`src/rtl/tx_seq_pkg.sv`:
```
// Shared types and default sizing for the transmit frame sequencer.
package tx_seq_pkg;

  typedef enum logic [1:0] {
    IDLE     = 2'd0,
    PREAMBLE = 2'd1,
    PAYLOAD  = 2'd2,
    GUARD    = 2'd3
  } seqState_t;

  localparam int   DEF_PREAMBLE_BITS     = 32;
  localparam logic DEF_PREAMBLE_VALUE    = 1'b0;
  localparam int   DEF_FRAME_BITS        = 64;
  localparam int   DEF_GUARD_CYCLES      = 16;
  localparam int   DEF_UNDERFLOW_TIMEOUT = 255;
  localparam int   DEF_CNT_W             = 8;

endpackage

```
`src/rtl/bit_prefetch.sv`:
```
// Single-bit holding register in front of the modulator, fed either by a
// constant load or by a latency-1 FIFO read with at most one read in flight.
module bit_prefetch (
  input  logic clock,
  input  logic reset,
  input  logic flush,
  input  logic loadConst,
  input  logic constValue,
  input  logic readPermit,
  input  logic fifoEmpty,
  input  logic fifoData,
  input  logic coderReady,
  output logic holdValid,
  output logic holdData,
  output logic readPending,
  output logic readStrobe,
  output logic consume
);

  assign consume    = coderReady & holdValid;
  assign readStrobe = readPermit & ~fifoEmpty & ~readPending & (~holdValid | consume);

  // A pending read always lands in an empty hold, so it cannot collide with a consume.
  always_ff @(posedge clock) begin
    if (reset || flush) begin
      holdValid   <= 1'b0;
      holdData    <= 1'b0;
      readPending <= 1'b0;
    end else begin
      readPending <= readStrobe;
      if (readPending) begin
        holdValid <= 1'b1;
        holdData  <= fifoData;
      end else if (loadConst) begin
        holdValid <= 1'b1;
        holdData  <= constValue;
      end else if (consume) begin
        holdValid <= 1'b0;
      end
    end
  end

endmodule

```
`src/rtl/tx_frame_sequencer.sv`:
```
// Frame-level control: preamble, FIFO-paced payload, guard gap, underflow
// abort and status outputs for the test/control logic.
module tx_frame_sequencer
  import tx_seq_pkg::*;
#(
  parameter int   PREAMBLE_BITS     = DEF_PREAMBLE_BITS,
  parameter logic PREAMBLE_VALUE    = DEF_PREAMBLE_VALUE,
  parameter int   FRAME_BITS        = DEF_FRAME_BITS,
  parameter int   GUARD_CYCLES      = DEF_GUARD_CYCLES,
  parameter int   UNDERFLOW_TIMEOUT = DEF_UNDERFLOW_TIMEOUT,
  parameter int   CNT_W             = DEF_CNT_W
) (
  input  logic             inClock,
  input  logic             inReset,
  input  logic             inEnable,
  input  logic             inStart,
  input  logic             inFifoEmpty,
  input  logic             inFifoData,
  input  logic             inCoderReady,
  output logic             outFifoReadEnable,
  output logic             outCoderData,
  output logic             outCoderEmpty,
  output logic             outBusy,
  output logic             outDone,
  output logic             outUnderflow,
  output logic [CNT_W-1:0] outBitCount,
  output logic [1:0]       outState
);

  localparam logic [CNT_W-1:0] PRE_N      = CNT_W'(PREAMBLE_BITS);
  localparam logic [CNT_W-1:0] PRE_LAST   = CNT_W'(PREAMBLE_BITS - 1);
  localparam logic [CNT_W-1:0] FRAME_N    = CNT_W'(FRAME_BITS);
  localparam logic [CNT_W-1:0] FRAME_LAST = CNT_W'(FRAME_BITS - 1);
  localparam logic [CNT_W-1:0] GUARD_LAST = CNT_W'(GUARD_CYCLES - 1);
  localparam logic [CNT_W-1:0] UF_LAST    = CNT_W'(UNDERFLOW_TIMEOUT - 1);
  localparam logic [CNT_W-1:0] ONE        = CNT_W'(1);

  seqState_t        state;
  seqState_t        nextState;
  logic [CNT_W-1:0] bitCount;
  logic [CNT_W-1:0] issueCount;
  logic [CNT_W-1:0] starveCount;
  logic [CNT_W-1:0] guardCount;
  logic             underflowReg;
  logic             doneReg;

  logic holdValid;
  logic holdData;
  logic readPending;
  logic readStrobe;
  logic consume;

  logic startAccept;
  logic starved;
  logic underflowHit;
  logic preambleLast;
  logic payloadLast;
  logic guardLast;
  logic loadConst;
  logic readPermit;
  logic phaseChange;

  assign startAccept  = (state == IDLE) & inEnable & inStart;
  assign starved      = (state == PAYLOAD) & ~holdValid & ~readPending & inFifoEmpty;
  assign underflowHit = starved & (starveCount == UF_LAST);
  assign preambleLast = (state == PREAMBLE) & consume & (bitCount == PRE_LAST);
  assign payloadLast  = (state == PAYLOAD) & consume & (bitCount == FRAME_LAST);
  assign guardLast    = (state == GUARD) & (guardCount == GUARD_LAST);
  assign loadConst    = (state == PREAMBLE) & (~holdValid | consume) & (issueCount < PRE_N);
  assign readPermit   = (state == PAYLOAD) & (issueCount < FRAME_N) & ~underflowHit;
  assign phaseChange  = (nextState != state);

  bit_prefetch uPrefetch (
    .clock       (inClock),
    .reset       (inReset),
    .flush       (underflowHit),
    .loadConst   (loadConst),
    .constValue  (PREAMBLE_VALUE),
    .readPermit  (readPermit),
    .fifoEmpty   (inFifoEmpty),
    .fifoData    (inFifoData),
    .coderReady  (inCoderReady),
    .holdValid   (holdValid),
    .holdData    (holdData),
    .readPending (readPending),
    .readStrobe  (readStrobe),
    .consume     (consume)
  );

  always_ff @(posedge inClock) begin
    if (inReset) begin
      state <= IDLE;
    end else begin
      state <= nextState;
    end
  end

  always_comb begin
    nextState = state;
    case (state)
      IDLE:     if (startAccept) nextState = PREAMBLE;
      PREAMBLE: if (preambleLast) nextState = PAYLOAD;
      PAYLOAD:  if (underflowHit || payloadLast) nextState = GUARD;
      GUARD:    if (guardLast) nextState = IDLE;
      default:  nextState = IDLE;
    endcase
  end

  // Every phase boundary restarts the per-phase counters.
  always_ff @(posedge inClock) begin
    if (inReset) begin
      bitCount     <= '0;
      issueCount   <= '0;
      starveCount  <= '0;
      guardCount   <= '0;
      underflowReg <= 1'b0;
      doneReg      <= 1'b0;
    end else begin
      doneReg <= guardLast;

      if (startAccept) begin
        underflowReg <= 1'b0;
      end else if (underflowHit) begin
        underflowReg <= 1'b1;
      end

      if (phaseChange) begin
        bitCount <= '0;
      end else if (consume) begin
        bitCount <= bitCount + ONE;
      end

      if (phaseChange) begin
        issueCount <= '0;
      end else if (loadConst || readStrobe) begin
        issueCount <= issueCount + ONE;
      end

      if (starved && !underflowHit) begin
        starveCount <= starveCount + ONE;
      end else begin
        starveCount <= '0;
      end

      if (state == GUARD && !guardLast) begin
        guardCount <= guardCount + ONE;
      end else begin
        guardCount <= '0;
      end
    end
  end

  assign outFifoReadEnable = readStrobe;
  assign outCoderData      = holdData;
  assign outCoderEmpty     = ~holdValid;
  assign outBusy           = (state != IDLE);
  assign outDone           = doneReg;
  assign outUnderflow      = underflowReg;
  assign outBitCount       = bitCount;
  assign outState          = state;

endmodule

```
`config.mk`:
```
export PLATFORM = sky130hd
export DESIGN_NAME = tx_frame_sequencer
export DESIGN_NICKNAME = d
export VERILOG_FILES = /design/src/rtl/tx_seq_pkg.sv /design/src/rtl/bit_prefetch.sv /design/src/rtl/tx_frame_sequencer.sv
export SDC_FILE = /design/constraint.sdc
export NUM_CORES = 1
export LEC_CHECK = 0
export ABC_CLOCK_PERIOD_IN_PS = 4300
export CAP_MARGIN = 20
export CELL_PAD_IN_SITES_DETAIL_PLACEMENT = 1
export CELL_PAD_IN_SITES_GLOBAL_PLACEMENT = 1
export CORE_ASPECT_RATIO = 0.6
export CORE_MARGIN = 2
export CORE_UTILIZATION = 40
export CTS_CLUSTER_SIZE = 14
export DETAILED_ROUTE_END_ITERATION = 16
export GPL_TIMING_DRIVEN = 0
export PLACE_DENSITY = 0.81
export REMOVE_ABC_BUFFERS = 1
export SLEW_MARGIN = 10
export SYNTH_ARGS = -nofsm -noshare
export SYNTH_HDL_FRONTEND = slang
export SYNTH_SLANG_ARGS = --single-unit
```
`constraint.sdc`:
```
create_clock -name inClock -period 4.3 [get_ports inClock]
set_input_delay 0.43 -clock inClock [delete_from_list [all_inputs] [get_ports inClock]]
set_output_delay 0.43 -clock inClock [all_outputs]
set_load 0.01 [all_outputs]
```
==> flow_metrics.py, run 1 <==
# Metrics from the implementation run
metrics = {
    "worst_hold_path": {
        "holdPathStages": 1,
    },
    "synthesis": {
        "top_area_frac": 0.4441,
        "most_common_cell": "dfxtp_1",
        "synth_warnings": 0,
        "ys_sh_mux": 0.01139,
    },
    "run": {
        "drv_cap": 0,
    },
    "cts": {
        "clkLatencyLatePin_ns": 0.30,
        "tritoncts": "yes",
        "cts_resized": 0,
    },
    "status": {
        "status": "finished clean",
    },
    "grt": {
        "grt_pass1_vias": 1401,
    },
    "power_and_ir_drop": {
        "p_int_mw": 0.5253,
        "total_power_mw": 0.6780,
        "pg_seq_mw": 0.368,
        "power_density_mw_per_mm2": 318.6,
        "combPwrFrac": 0.047,
    },
    "critical_path": {
        "r2r-end": "issueCount[6]",
        "start_kind": "input port",
    },
    "detailed_routing": {
        "ant_nets": 0,
        "via_count": 1407,
    },
    "place": {
        "place_inst": 268,
    },
    "final_timing": {
        "slew_headroom": 0.5508,
        "fin_ws_ns": 1.855,
    },
    "cells_and_area": {
        "final_cells": 276,
    },
}
[run 1: final cells by class]
cell class	instances	area [um2]	share of cell area
multi-input cells	141	925.9	0.4350
flip-flops and latches	39	780.7	0.3668
repair buffers	23	227.7	0.1070
clock buffers	8	100.1	0.04703
well taps	60	75.07	0.03527
inverters	5	18.77	0.008818
[run 1: how the worst max path moves through the flow]
stage | depth (start not counted) | endpoint | slack, ns | startpoint
after floorplan | 4 | issueCount[4] | 2.47 | outState[1]
after global placement | 4 | outFifoReadEnable | 1.85 | inFifoEmpty
after detailed placement | 4 | outFifoReadEnable | 1.84 | inFifoEmpty
after CTS | 4 | outFifoReadEnable | 1.84 | inFifoEmpty
after global routing | 4 | outFifoReadEnable | 1.79 | inFifoEmpty
final | 4 | outFifoReadEnable | 1.85 | inFifoEmpty
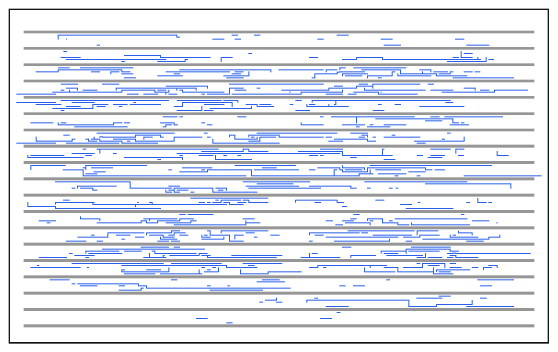
Figure 1: run 1, met1 routing.
Scale: 6 px per um. Supply wires on this layer in grey.
share of all routed wire: 55%
wire length on this layer: 2180 um

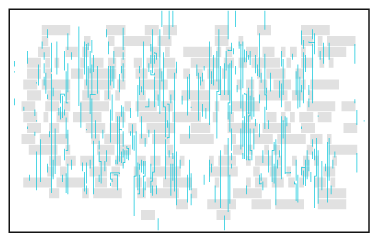
Figure 2: run 1, met2 routing.
Scale: 4 px per um. Cells faint in the background.
longest straight run: 29.6 um
wire length on this layer: 1590 um
nets with wire on the layer: 189

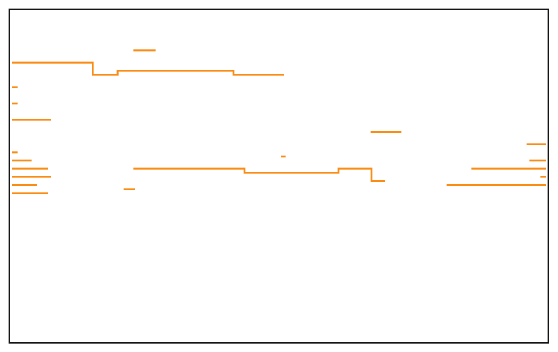
Figure 3: run 1, the metal 3 layer.
Scale: 6 px per um.
wire length on this layer: 171 um
share of all routed wire: 4.3%
nets with wire on the layer: 16
longest straight run: 19.3 um

Figure 4. I/O pins on the die edge (run 1).
Scale: 6 px per um. Pins as bars across the die edge, other pins in grey.
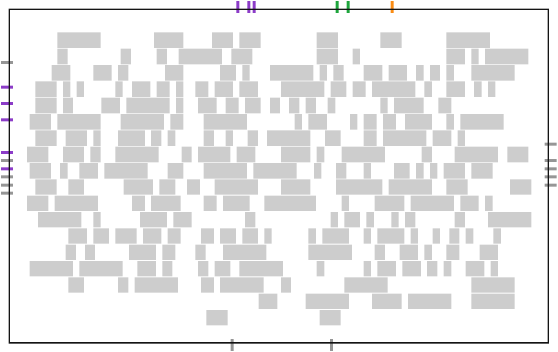

==> inputs of run 2 (changes only) <==
--- a/config.mk
+++ b/config.mk
@@ -5,17 +5,17 @@
 export SDC_FILE = /design/constraint.sdc
 export NUM_CORES = 1
 export LEC_CHECK = 0
-export ABC_CLOCK_PERIOD_IN_PS = 4300
+export ABC_CLOCK_PERIOD_IN_PS = 2100
 export CAP_MARGIN = 20
 export CELL_PAD_IN_SITES_DETAIL_PLACEMENT = 1
 export CELL_PAD_IN_SITES_GLOBAL_PLACEMENT = 1
 export CORE_ASPECT_RATIO = 0.6
 export CORE_MARGIN = 2
-export CORE_UTILIZATION = 40
+export CORE_UTILIZATION = 37
 export CTS_CLUSTER_SIZE = 14
 export DETAILED_ROUTE_END_ITERATION = 16
 export GPL_TIMING_DRIVEN = 0
-export PLACE_DENSITY = 0.81
+export PLACE_DENSITY = 0.79
 export REMOVE_ABC_BUFFERS = 1
 export SLEW_MARGIN = 10
 export SYNTH_ARGS = -nofsm -noshare
==> constraint.sdc (replaced) <==
create_clock -name inClock -period 2.1 [get_ports inClock]
set_input_delay 0.21 -clock inClock [delete_from_list [all_inputs] [get_ports inClock]]
set_output_delay 0.21 -clock inClock [all_outputs]
set_load 0.01 [all_outputs]
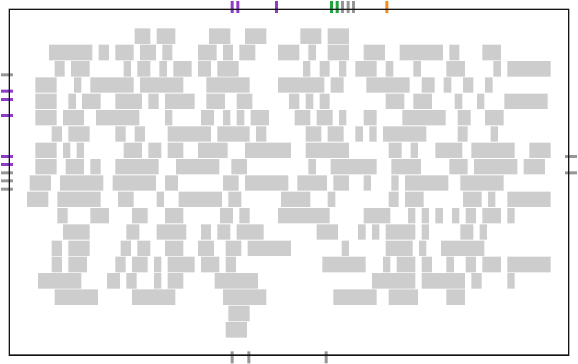
Figure 5: run 2, I/O pins on the die edge.
Scale: 6 px per um. Pins as bars across the die edge, other pins in grey.
| colour | port | pins | direction | edge |
|---|---|---|---|---|
| purple | outBitCount | 8 | output | 5 left, 3 top |
| orange | inReset | 1 | input | top |
| green | outState | 2 | output | top |
all pins by edge: 9 left, 9 top, 3 bottom, 2 right

==> run 2 against run 1 <==
Effect of this change:
- register-to-register slack lost 2.0 ns
- combinational power grew 120%
- first-iteration DRC count shrank 25%
- non-clock buffer count grew 4
- global-route usage shrank 1.3 points
- core utilization shrank 3.7 points
- synthesized cell count is the same
- die size grew 7.6%
- wire length shrank 1.4%
- critical path depth shrank 1
- sequential share of layout area shrank 0.50 points
==> flow_metrics.py, run 2 <==
# Metrics from the implementation run
metrics = {
    "status": {
        "status": "finished clean",
    },
    "critical_path": {
        "cp_max_fo": 9,
        "crit_start": "outState[0]",
        "start_kind": "register",
        "r2r-end": "outBitCount[1]",
        "cp.depth": 3,
        "critPathCapture": "outFifoReadEnable",
    },
    "synthesis": {
        "top_area_frac": 0.4441,
        "ys_sh_mux": 0.01139,
        "synth_cell_types": 40,
        "synth_warnings": 0,
        "most_common_cell": "dfxtp_1",
    },
    "cells_and_area": {
        "seq_area_um2": 783.3,
        "comb_share": 0.4277,
        "clockBufferCount": 8,
        "nonClkBufAreaFrac": 0.1191,
        "final_cells": 283,
        "inverters_excl_clock": 5,
        "logic_gates": 141,
        "logic_area_um2": 925.9,
        "seq_share": 0.3618,
        "design.seq.count": 39,
    },
    "detailed_routing": {
        "ant_nets": 0,
        "met1_length_um": 2069,
    },
    "grt": {
        "grt_pass1_vias": 1478,
    },
    "power_and_ir_drop": {
        "combPwrFrac": 0.050,
        "swShare": 0.2185,
        "total_power_mw": 1.383,
        "p_clk_frac": 0.405,
        "p_int_mw": 1.081,
    },
    "cts": {
        "tritoncts": "yes",
        "clkLatencyLatePin_ns": 0.29,
        "path_clk_slew_ns": 0.08,
    },
    "die": {
        "taps": 63,
    },
    "worst_hold_path": {
        "holdPathStages": 1,
    },
    "run": {
        "drv_cap": 0,
    },
    "final_timing": {
        "slew_viol_final": 0,
        "slew_headroom": 0.7094,
    },
    "place": {
        "place_ws_ns": -0.05235,
        "place_inst": 271,
    },
}
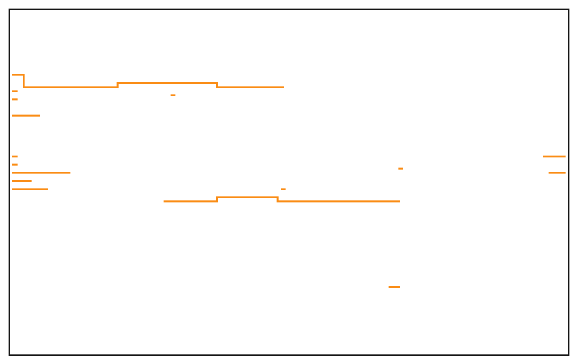
Figure 6: run 2, the metal 3 layer.
Scale: 6 px per um.
M3 GR Usage: 0.04888
final wirelength: 3922 um
via count: 1446

==> run 2: cell counts after synthesis <==
Identical to the previous run, type by type.
==> run 2: how the worst min path moves through the flow <==
| stage | start | end | slack, ns |
|---|---|---|---|
| floorplan | inReset | outState[1] | 0.28 |
| global placement | guardCount[0] | guardCount[0] | 0.43 |
| detailed placement | guardCount[0] | guardCount[0] | 0.46 |
| CTS | guardCount[0] | guardCount[0] | 0.47 |
| global route | issueCount[7] | issueCount[7] | 0.52 |
| finish | guardCount[0] | guardCount[0] | 0.47 |
==> run 2: timing repair <==
action | in CTS | in global routing
hold buffers | 0 | 0
setup endpoints to repair | 9 | 1
gates resized | 1 | 1
buffers inserted | 3 | 1
pin swaps | 2 | 1
==> inputs of run 3 (changes only) <==
--- a/config.mk
+++ b/config.mk
@@ -17,6 +17,7 @@
 export GPL_TIMING_DRIVEN = 0
 export PLACE_DENSITY = 0.79
 export REMOVE_ABC_BUFFERS = 1
+export SETUP_SLACK_MARGIN = 0.02
 export SLEW_MARGIN = 10
 export SYNTH_ARGS = -nofsm -noshare
 export SYNTH_HDL_FRONTEND = slang
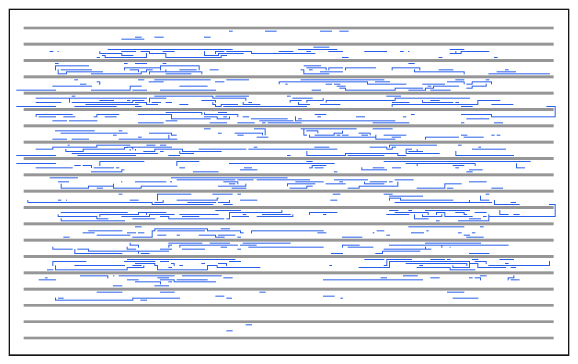
Figure 7: run 3, met1 routing.
Scale: 6 px per um. Supply wires on this layer in grey.
nets with wire on the layer: 215
longest straight run: 24.4 um
wire length on this layer: 2070 um
main direction: horizontal
share of all routed wire: 53%

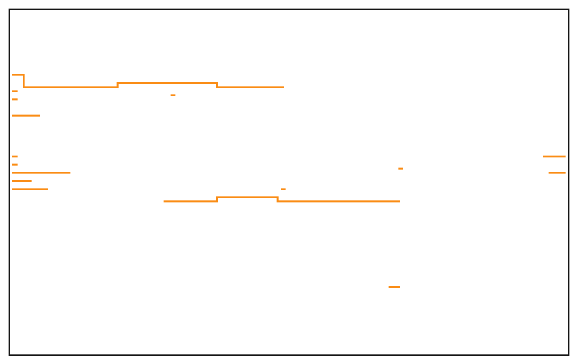
Figure 8: run 3, the metal 3 layer.
Scale: 6 px per um.
wire length on this layer: 122 um
main direction: horizontal

==> run 3 against run 2 <==
Effect of this change:
- clock power barely moved
- combinational power barely moved
- cell count did not move
- clock skew unchanged
- setup slack unchanged
- cell area stayed put
- fmax unchanged
- core utilization stayed put
- highest routed layer unchanged
- largest power group unchanged
- critical endpoint unchanged
- first-iteration DRC count is the same
- die size unchanged
==> flow_metrics.py, run 3 <==
# Metrics from the implementation run
metrics = {
    "cts": {
        "tritoncts": "yes",
        "path_clk_slew_ns": 0.08,
        "cts.hold.buffers_added": 0,
        "clkLatencyLatePin_ns": 0.29,
    },
    "synthesis": {
        "syn_inst": 189,
        "top_area_frac": 0.4441,
        "synth_cell_types": 40,
        "aoi_share": 0.08114,
        "xor_share": 0.1096,
        "ys_sh_mux": 0.01139,
        "ys_dominant_reg_cell": "dfxtp_1",
        "most_common_cell": "dfxtp_1",
        "synth_warnings": 0,
    },
    "critical_path": {
        "critPathCapture": "outFifoReadEnable",
        "crit_start": "outState[0]",
        "path_class": "register to output pin",
        "cp_data_required_time_ns": 1.89,
        "start_kind": "register",
        "r2r-end": "outBitCount[1]",
        "cp_max_fo": 9,
    },
    "die": {
        "rows": 19,
    },
    "worst_hold_path": {
        "hold_start": "guardCount[0]",
        "holdPathEnd": "guardCount[0]",
        "holdPathStages": 1,
    },
    "final_timing": {
        "slew_viol_final": 0,
        "fin_ws_ns": 0.1285,
        "slew_headroom": 0.7094,
    },
    "place": {
        "port_buffers": 22,
        "place_ws_ns": -0.05235,
    },
    "detailed_routing": {
        "met1_length_um": 2069,
        "via_count": 1446,
    },
    "cells_and_area": {
        "antennaDiodeCount": 0,
        "design_area_mm2": 0.002165,
    },
    "power_and_ir_drop": {
        "combPwrFrac": 0.050,
        "p_clk_frac": 0.405,
        "pg_seq_mw": 0.754,
        "p_int_mw": 1.081,
        "total_power_mw": 1.383,
    },
    "run": {
        "drv_cap": 0,
    },
    "grt": {
        "grt_use_met3": 0.04888,
        "grt_pass1_vias": 1478,
    },
    "status": {
        "status": "finished clean",
    },
}
==> run 3: worst max-delay path: cells and delay by family (launching register included) <==
kind	cells	cell delay, ns
buf+inv	1	0.54
flops	1	0.38
simple gates	2	0.56
==> run 3: layout make-up <==
| type | instances | area [um2] |
|---|---|---|
| well taps | 63 | 78.83 |
| flip-flops and latches | 39 | 783.3 |
| fillers | 540 | 2400 |
| multi-input cells | 141 | 925.9 |
| clock buffers | 8 | 100.1 |
| repair buffers | 27 | 257.7 |
| inverters | 5 | 18.77 |
==> run 3: what timing repair did <==
action,in CTS,in global routing
endpoints found under the setup margin,9,1
resized,1,1
pin swaps,2,1
hold endpoints to repair,0,0
buffers inserted,3,1
No activity file was given, so power comes from the tool's default toggle rates.
